$ cat config.mk
export PLATFORM = sky130hd
export DESIGN_NAME = serial_frame_receiver
export DESIGN_NICKNAME = d
export VERILOG_FILES = /design/src/rtl/serial_frame_receiver.sv
export SDC_FILE = /design/constraint.sdc
export NUM_CORES = 1
export LEC_CHECK = 0
export ABC_CLOCK_PERIOD_IN_PS = 1600
export CAP_MARGIN = 30
export CORE_ASPECT_RATIO = 0.8
export CORE_MARGIN = 3
export CORE_UTILIZATION = 51
export CTS_BUF_LIST = sky130_fd_sc_hd__clkbuf_8
export DETAILED_ROUTE_END_ITERATION = 8
export PLACE_DENSITY = 0.77
export SYNTH_ARGS = -nofsm -noshare
export SYNTH_HDL_FRONTEND = slang
export SYNTH_SLANG_ARGS = --single-unit
$ cat constraint.sdc
create_clock -name clk -period 1.6 [get_ports clk]
set_input_delay 0.24 -clock clk [delete_from_list [all_inputs] [get_ports clk]]
set_output_delay 0.24 -clock clk [all_outputs]
set_load 0.02 [all_outputs]
$ cat src/rtl/serial_frame_receiver.sv
// serial_frame_receiver: parses start/PB/LB/count/payload frames and streams payload bits to the broadcaster
module serial_frame_receiver #(
  parameter int PB_W  = 4,
  parameter int LB_W  = 2,
  parameter int CNT_W = 4
) (
  input  logic            clk,
  input  logic            rst,
  input  logic            serIn,
  output logic [PB_W-1:0] PB,
  output logic [LB_W-1:0] LB,
  output logic            serOut,
  output logic            valid,
  output logic            done,
  output logic            busy
);
  localparam int BC_W = (CNT_W > PB_W) ? ((CNT_W > LB_W) ? CNT_W : LB_W)
                                       : ((PB_W > LB_W) ? PB_W : LB_W);
  typedef enum logic [2:0] {IDLE, PORT, LINE, CNT, DATA, DONE} state_t;
  state_t            state, nextState;
  logic [BC_W-1:0]   bitCnt;
  logic [PB_W-1:0]   pbReg, pbShift, pbNext;
  logic [LB_W-1:0]   lbReg, lbShift, lbNext;
  logic [CNT_W-1:0]  cntReg, cntShift;
  logic              fieldEnd, validNext, serOutNext, doneNext;
  // Fields arrive LSB first, so each new bit enters at the top and shifts down.
  assign pbShift  = PB_W'({serIn, pbReg} >> 1);
  assign lbShift  = LB_W'({serIn, lbReg} >> 1);
  assign cntShift = CNT_W'({serIn, cntReg} >> 1);
  assign fieldEnd = (state == PORT && bitCnt == BC_W'(PB_W - 1)) ||
                    (state == LINE && bitCnt == BC_W'(LB_W - 1)) ||
                    (state == CNT  && bitCnt == BC_W'(CNT_W - 1)) ||
                    (state == DATA && bitCnt == BC_W'(cntReg) - BC_W'(1));
  assign busy = state != IDLE;
  always_ff @(posedge clk) begin
    state <= rst ? IDLE : nextState;
  end
  always_comb begin
    nextState = state;
    case (state)
      IDLE:    nextState = serIn ? IDLE : PORT;
      PORT:    nextState = fieldEnd ? LINE : PORT;
      LINE:    nextState = fieldEnd ? CNT : LINE;
      CNT:     nextState = fieldEnd ? ((cntShift != '0) ? DATA : DONE) : CNT;
      DATA:    nextState = fieldEnd ? DONE : DATA;
      default: nextState = IDLE;
    endcase
  end
  always_comb begin
    validNext  = state == DATA;
    serOutNext = validNext & serIn;
    pbNext     = validNext ? pbReg : '0;
    lbNext     = validNext ? lbReg : '0;
    doneNext   = fieldEnd && (state == DATA || (state == CNT && cntShift == '0));
  end
  always_ff @(posedge clk) begin
    if (rst) begin
      bitCnt <= '0;
      pbReg  <= '0;
      lbReg  <= '0;
      cntReg <= '0;
      PB     <= '0;
      LB     <= '0;
      serOut <= 1'b0;
      valid  <= 1'b0;
      done   <= 1'b0;
    end else begin
      bitCnt <= (state == IDLE || fieldEnd) ? '0 : bitCnt + BC_W'(1);
      pbReg  <= (state == IDLE) ? '0 : (state == PORT) ? pbShift : pbReg;
      lbReg  <= (state == IDLE) ? '0 : (state == LINE) ? lbShift : lbReg;
      cntReg <= (state == IDLE) ? '0 : (state == CNT) ? cntShift : cntReg;
      PB     <= pbNext;
      LB     <= lbNext;
      serOut <= serOutNext;
      valid  <= validNext;
      done   <= doneNext;
    end
  end
endmodule

==> GITHUB_STEP_SUMMARY, run 1 <==
## Implementation flow summary

| Metric | Value |
|---|---|
| Combinational power | `0.0648 mW` |
| Share of final layout cell area taken by clock buffers and inverters | `2.93%` |
| Relative area change from synthesis to final layout | `26.3%` |
| Dominant synthesized flop cell | `dfxtp_1` |
| Number of signal-net inverters in the final layout | `5` |
| Clk Tree Root Cell | `clkbuf_8` |
| GR met2 Demand/Resource | `32.1%` |
| Number of placed instances, taps included | `162` |
| Placement Rows | `14` |
| Setup ws final | `around 0.042 ns` |
| Area share of fa/ha/maj cells after synthesis | `3.36%` |
| Share of synthesized cell area in and-or and or-and compound cells | `17.8%` |
| Reg-to-reg slack, setup | `0.04 ns` |
| Worst Setup Slack post-DPL | `-0.0132 ns` |
| Multi-input logic area | `571 um^2` |
| Maximum number of pins on one net before global-route repair | `14` |
| CP cell instances | `inv_1, ha_1, xor2_1, nand2_1, nor4_4, buf_4, o21ba_1` |
| Data arrival, critical path | `1.77 ns` |
| Sequential power share | `61.4%` |
| GR Util met1 | `25.6%` |
| Total DRC errors in the routed layout | `0` |
| Flop share of the area | `between 30% and 40%` |
| Cell Pwr Density | `761 mW/mm^2` |
| Total of hold buffers inserted after clock tree synthesis | `0` |
| First-pass GRT wire length | `4.11 mm` |
| Capturing element type of the critical path | `flop` |
| Hold Worst Slack | `~0.45 ns` |
| Number of logic gates | `82` |
| End of the worst register-to-register path | `done` |
| Switch share | `roughly a fifth` |
| Cell family contributing the most delay on the critical path | `simple AND/OR/NAND/NOR gates` |
| Final WL | `between 2 and 2.5 mm` |
| Power drawn by the clock network | `about 0.35 mW` |
| First element of the critical path | `cntReg[1]` |
| Internal portion of total power | `0.848 mW` |
| Run status | `complete, no violations` |
| Critical path start-end classification | `flop to flop` |
| Count of warnings emitted by yosys | `0` |
| H-tree levels | `1` |
| Iteration-0 DRC count of the detailed router | `36` |
| Cell with the biggest individual delay on the critical path | `dfxtp_2` |
| Data required time at the worst endpoint | `1.81 ns` |
| Leak Pwr | `about 0.57 nW` |
| Clock network power share | `32.6%` |
| Util after Layout | `71.2%` |
| Leading power group | `registers` |
| Number of top-level pins | `13` |
| CP Launch Type | `flop` |
| Post-synthesis instance total | `117` |
| Worst path max stage delay | `0.33 ns` |
| Total Negative Setup Slacks | `0 ns` |
| Setup violators final | `0` |
| Fp_density | `56.4%` |
| Number of buffer and inverter stages on the critical path | `2` |
| Area fraction in and, or, nand and nor cells | `between 20% and 30%` |
| Leading post-synthesis cells by cell area | `dfxtp_1, xnor2_1, and2_1` |
| Main logic family | `simple AND/OR/NAND/NOR gates` |
| Overall overflow remaining after global route | `0` |
| Number of global-route vias before repair | `881` |
| Total number of vias | `957` |
| Clk sinks | `26` |
| Number of hold violations in the final report | `0` |
| Via count normalized by instance count | `between 5 and 6` |
| Number of antenna violations at the first check in global routing | `0` |
| List of most frequent post-synthesis cells | `dfxtp_1, nor2_1, nand3_1` |
| Highest routed layer | `met4` |
| FF+latch count | `26` |
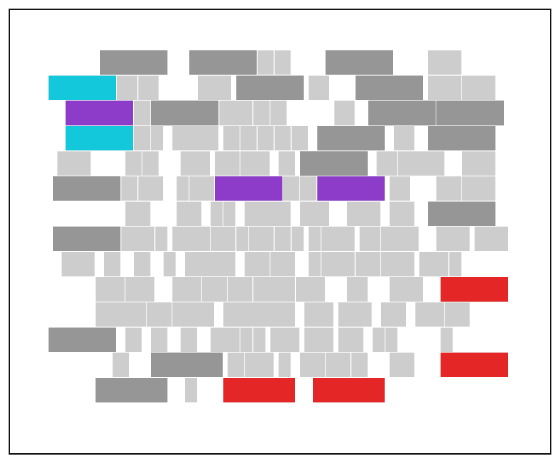
run_1/flops_by_reg.png
Other sequential cells in the stronger gray, the rest of the logic in the fainter gray.
`state`: drawn in purple, sequential cells 3. `lbReg`: drawn in cyan, sequential cells 2. `cntReg`: drawn in red, sequential cells 4.
Another 17 sequential cells are not colored.

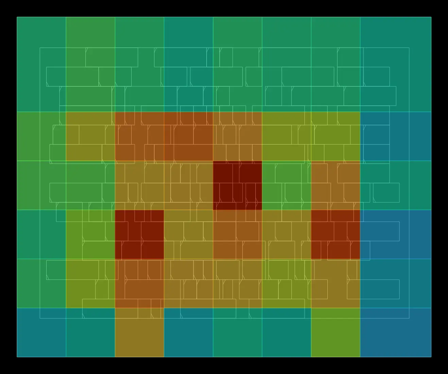
run_1/congestion.png
Overall Global Routing Usage: 20.0%
most utilized layer in the global route result: met2
average detailed-routed wire length per instance: 14.9 um
met3 demand-to-capacity share in global routing: 7.28%

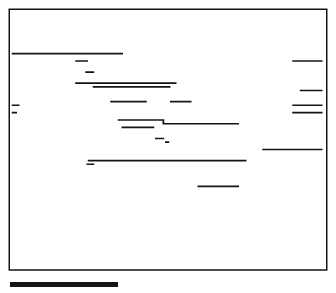
run_1/layer_met3.png
Bar = 20 um.
The wires run mostly horizontal. The layer holds 6.7% of the routed length. The longest straight run is 29.0 um. 17 nets have wire on it.

run_1/logic_types.png
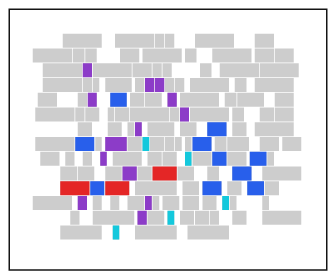

## Run 2: what changed since run 1
==> config.mk (replaced) <==
export PLATFORM = sky130hd
export DESIGN_NAME = serial_frame_receiver
export DESIGN_NICKNAME = d
export VERILOG_FILES = /design/src/rtl/serial_frame_receiver.sv
export SDC_FILE = /design/constraint.sdc
export NUM_CORES = 1
export LEC_CHECK = 0
export ABC_CLOCK_PERIOD_IN_PS = 1790
export CAP_MARGIN = 30
export CORE_ASPECT_RATIO = 0.8
export CORE_MARGIN = 3
export CORE_UTILIZATION = 56
export CTS_BUF_LIST = sky130_fd_sc_hd__clkbuf_8
export DETAILED_ROUTE_END_ITERATION = 8
export PLACE_DENSITY = 0.8
export SYNTH_ARGS = -nofsm -noshare
export SYNTH_HDL_FRONTEND = slang
export SYNTH_SLANG_ARGS = --single-unit
==> constraint.sdc (replaced) <==
create_clock -name clk -period 1.79 [get_ports clk]
set_input_delay 0.2685 -clock clk [delete_from_list [all_inputs] [get_ports clk]]
set_output_delay 0.2685 -clock clk [all_outputs]
set_load 0.02 [all_outputs]
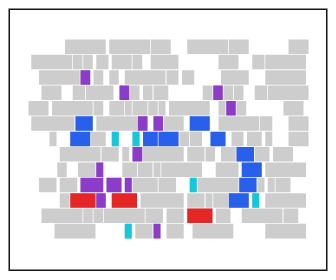
run_2/logic_types.png
fa/ha/maj cells: drawn in red, cells 3. non-inverting ao/oa cells: drawn in blue, cells 10. inv cells: drawn in cyan, cells 5. nand cells: drawn in purple, cells 13.

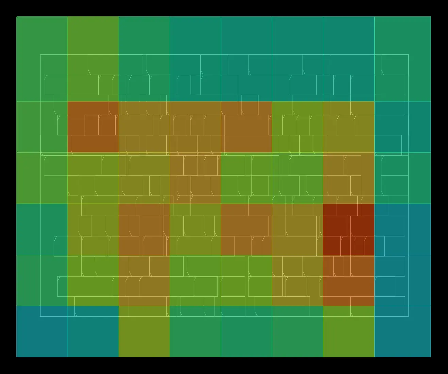
run_2/congestion.png
Overall Global Routing Usage: 18.9%
met3 demand-to-capacity share in global routing: 6.23%
GR Util met1: 25.3%
average detailed-routed wire length per instance: 14.0 um
Util after Layout: 77.2%

==> run 2 against run 1 <==
Effect of this change:
- via count is 5.4% lower
- worst setup slack gained 0.11 ns
- routed wire length fell by 9.8%
- utilization up 6.0 points
- first-iteration DRC count fell by 2.8%
- synthesized area unchanged
- non-clock buffer count down 5
- global-route usage shrank 1.1 points
- die size down 7.9%
- sequential share of layout area rose by 1.2 points
==> GITHUB_STEP_SUMMARY, run 2 <==
## Implementation flow summary

| Metric | Value |
|---|---|
| Run status | `complete, no violations` |
| Placement Rows | `13 (-1)` |
| Count of warnings emitted by yosys | `0 (unchanged)` |
| Post-synthesis net count | `123` |
| Number of antenna violations at the first check in global routing | `0 (unchanged)` |
| Routed wire length on met3 | `149 um` |
| Main logic family | `simple AND/OR/NAND/NOR gates` |
| Fp_density | `63.5% (+7.1 points)` |
| Final tally of max-slew violations | `0` |
| Number of logic gates | `82 (unchanged)` |
| Number of top-level pins | `13 (unchanged)` |
| FF+latch count | `26 (unchanged)` |
| Sequential power share | `61.0% (-0.4 points)` |
| Overall overflow remaining after global route | `0 (unchanged)` |
| Sequential Area | `522 um^2` |
| Clk Tree Root Cell | `clkbuf_8` |
| Share of synthesized cell area in and-or and or-and compound cells | `17.8% (unchanged)` |
| Clock network power share | `33.3% (+0.7 points)` |
| Most utilized layer in the global route result | `met2` |
| Data arrival, critical path | `1.85 ns (+0.08 ns)` |
| Cell family contributing the most delay on the critical path | `simple AND/OR/NAND/NOR gates` |
| Synthesis area per yosys | `0.00112 mm^2` |
| Multi-input logic area | `557 um^2 (-2.4%)` |
| Worst Setup Slack post-DPL | `0.148 ns (+0.161 ns)` |
| Hold Worst Slack | `0.467 ns (+0.0194 ns)` |
| Max Root-Sink Buffers | `2` |
| VDD IR max | `0.000627 V` |
| Internal portion of total power | `0.757 mW (-11%)` |
| Number of placed instances, taps included | `156 (-3.7%)` |
| Final WL | `2.23 mm (-9.8%)` |
| Iteration-0 DRC count of the detailed router | `35 (-2.8%)` |
| Clk sinks | `26 (unchanged)` |
| Total Negative Setup Slacks | `0 ns (unchanged)` |
| Cell with the biggest individual delay on the critical path | `nor4_4` |
| Combinational power | `0.0548 mW (-15%)` |
| Share of final layout cell area taken by clock buffers and inverters | `3.04% (+0.12 points)` |
| Setup ws final | `0.155 ns (+0.113 ns)` |
| Total number of vias | `905 (-5.4%)` |
| First-pass GRT wire length | `3.74 mm (-9.1%)` |
| Cell Pwr Density | `711 mW/mm^2 (-6.6%)` |
| CP cell instances | `inv_1, ha_1, xor2_1, nand2_1, nor4_4, o21ba_1` |
| CP Launch Type | `flop` |
| Power drawn by the clock network | `0.321 mW (-8.3%)` |
| Area fraction in and, or, nand and nor cells | `21.6% (unchanged)` |
| Total of hold buffers inserted after clock tree synthesis | `0 (unchanged)` |
| Relative area change from synthesis to final layout | `21.5%` |
| Leading post-synthesis cells by cell area | `dfxtp_1, xnor2_1, and2_1` |
| Dominant synthesized flop cell | `dfxtp_1` |
| Capturing element type of the critical path | `flop` |
| Area share of fa/ha/maj cells after synthesis | `3.36% (unchanged)` |
| First element of the critical path | `cntReg[0]` |
| Total DRC errors in the routed layout | `0 (unchanged)` |
| Leading power group | `registers` |
| Number of buffer and inverter stages on the critical path | `1 (-1)` |
| H-tree levels | `1 (unchanged)` |
| Maximum number of pins on one net before global-route repair | `14 (unchanged)` |
| Via count normalized by instance count | `5.69 (-1.3%)` |
| Post-synthesis instance total | `117 (unchanged)` |
| Reg-to-reg slack, setup | `0.15 ns (+0.11 ns)` |
| Antenna diode count | `0` |
| Critical path start-end classification | `flop to flop` |
| GR met2 Demand/Resource | `31.6% (-0.47 points)` |
| Top library cells by usage in the layout, fill and taps aside | `dfxtp_1, clkdlybuf4s50_1, nor2_1` |
| Number of post-CTS setup repair buffers | `0` |
| Number of hold violations in the final report | `0 (unchanged)` |
| Data required time at the worst endpoint | `2.01 ns (+0.20 ns)` |
| End of the worst register-to-register path | `state[0]` |
| Number of signal-net inverters in the final layout | `5 (unchanged)` |
| Flop share of the area | `38.5% (+1.2 points)` |
No activity file was given, so power comes from the tool's default toggle rates.
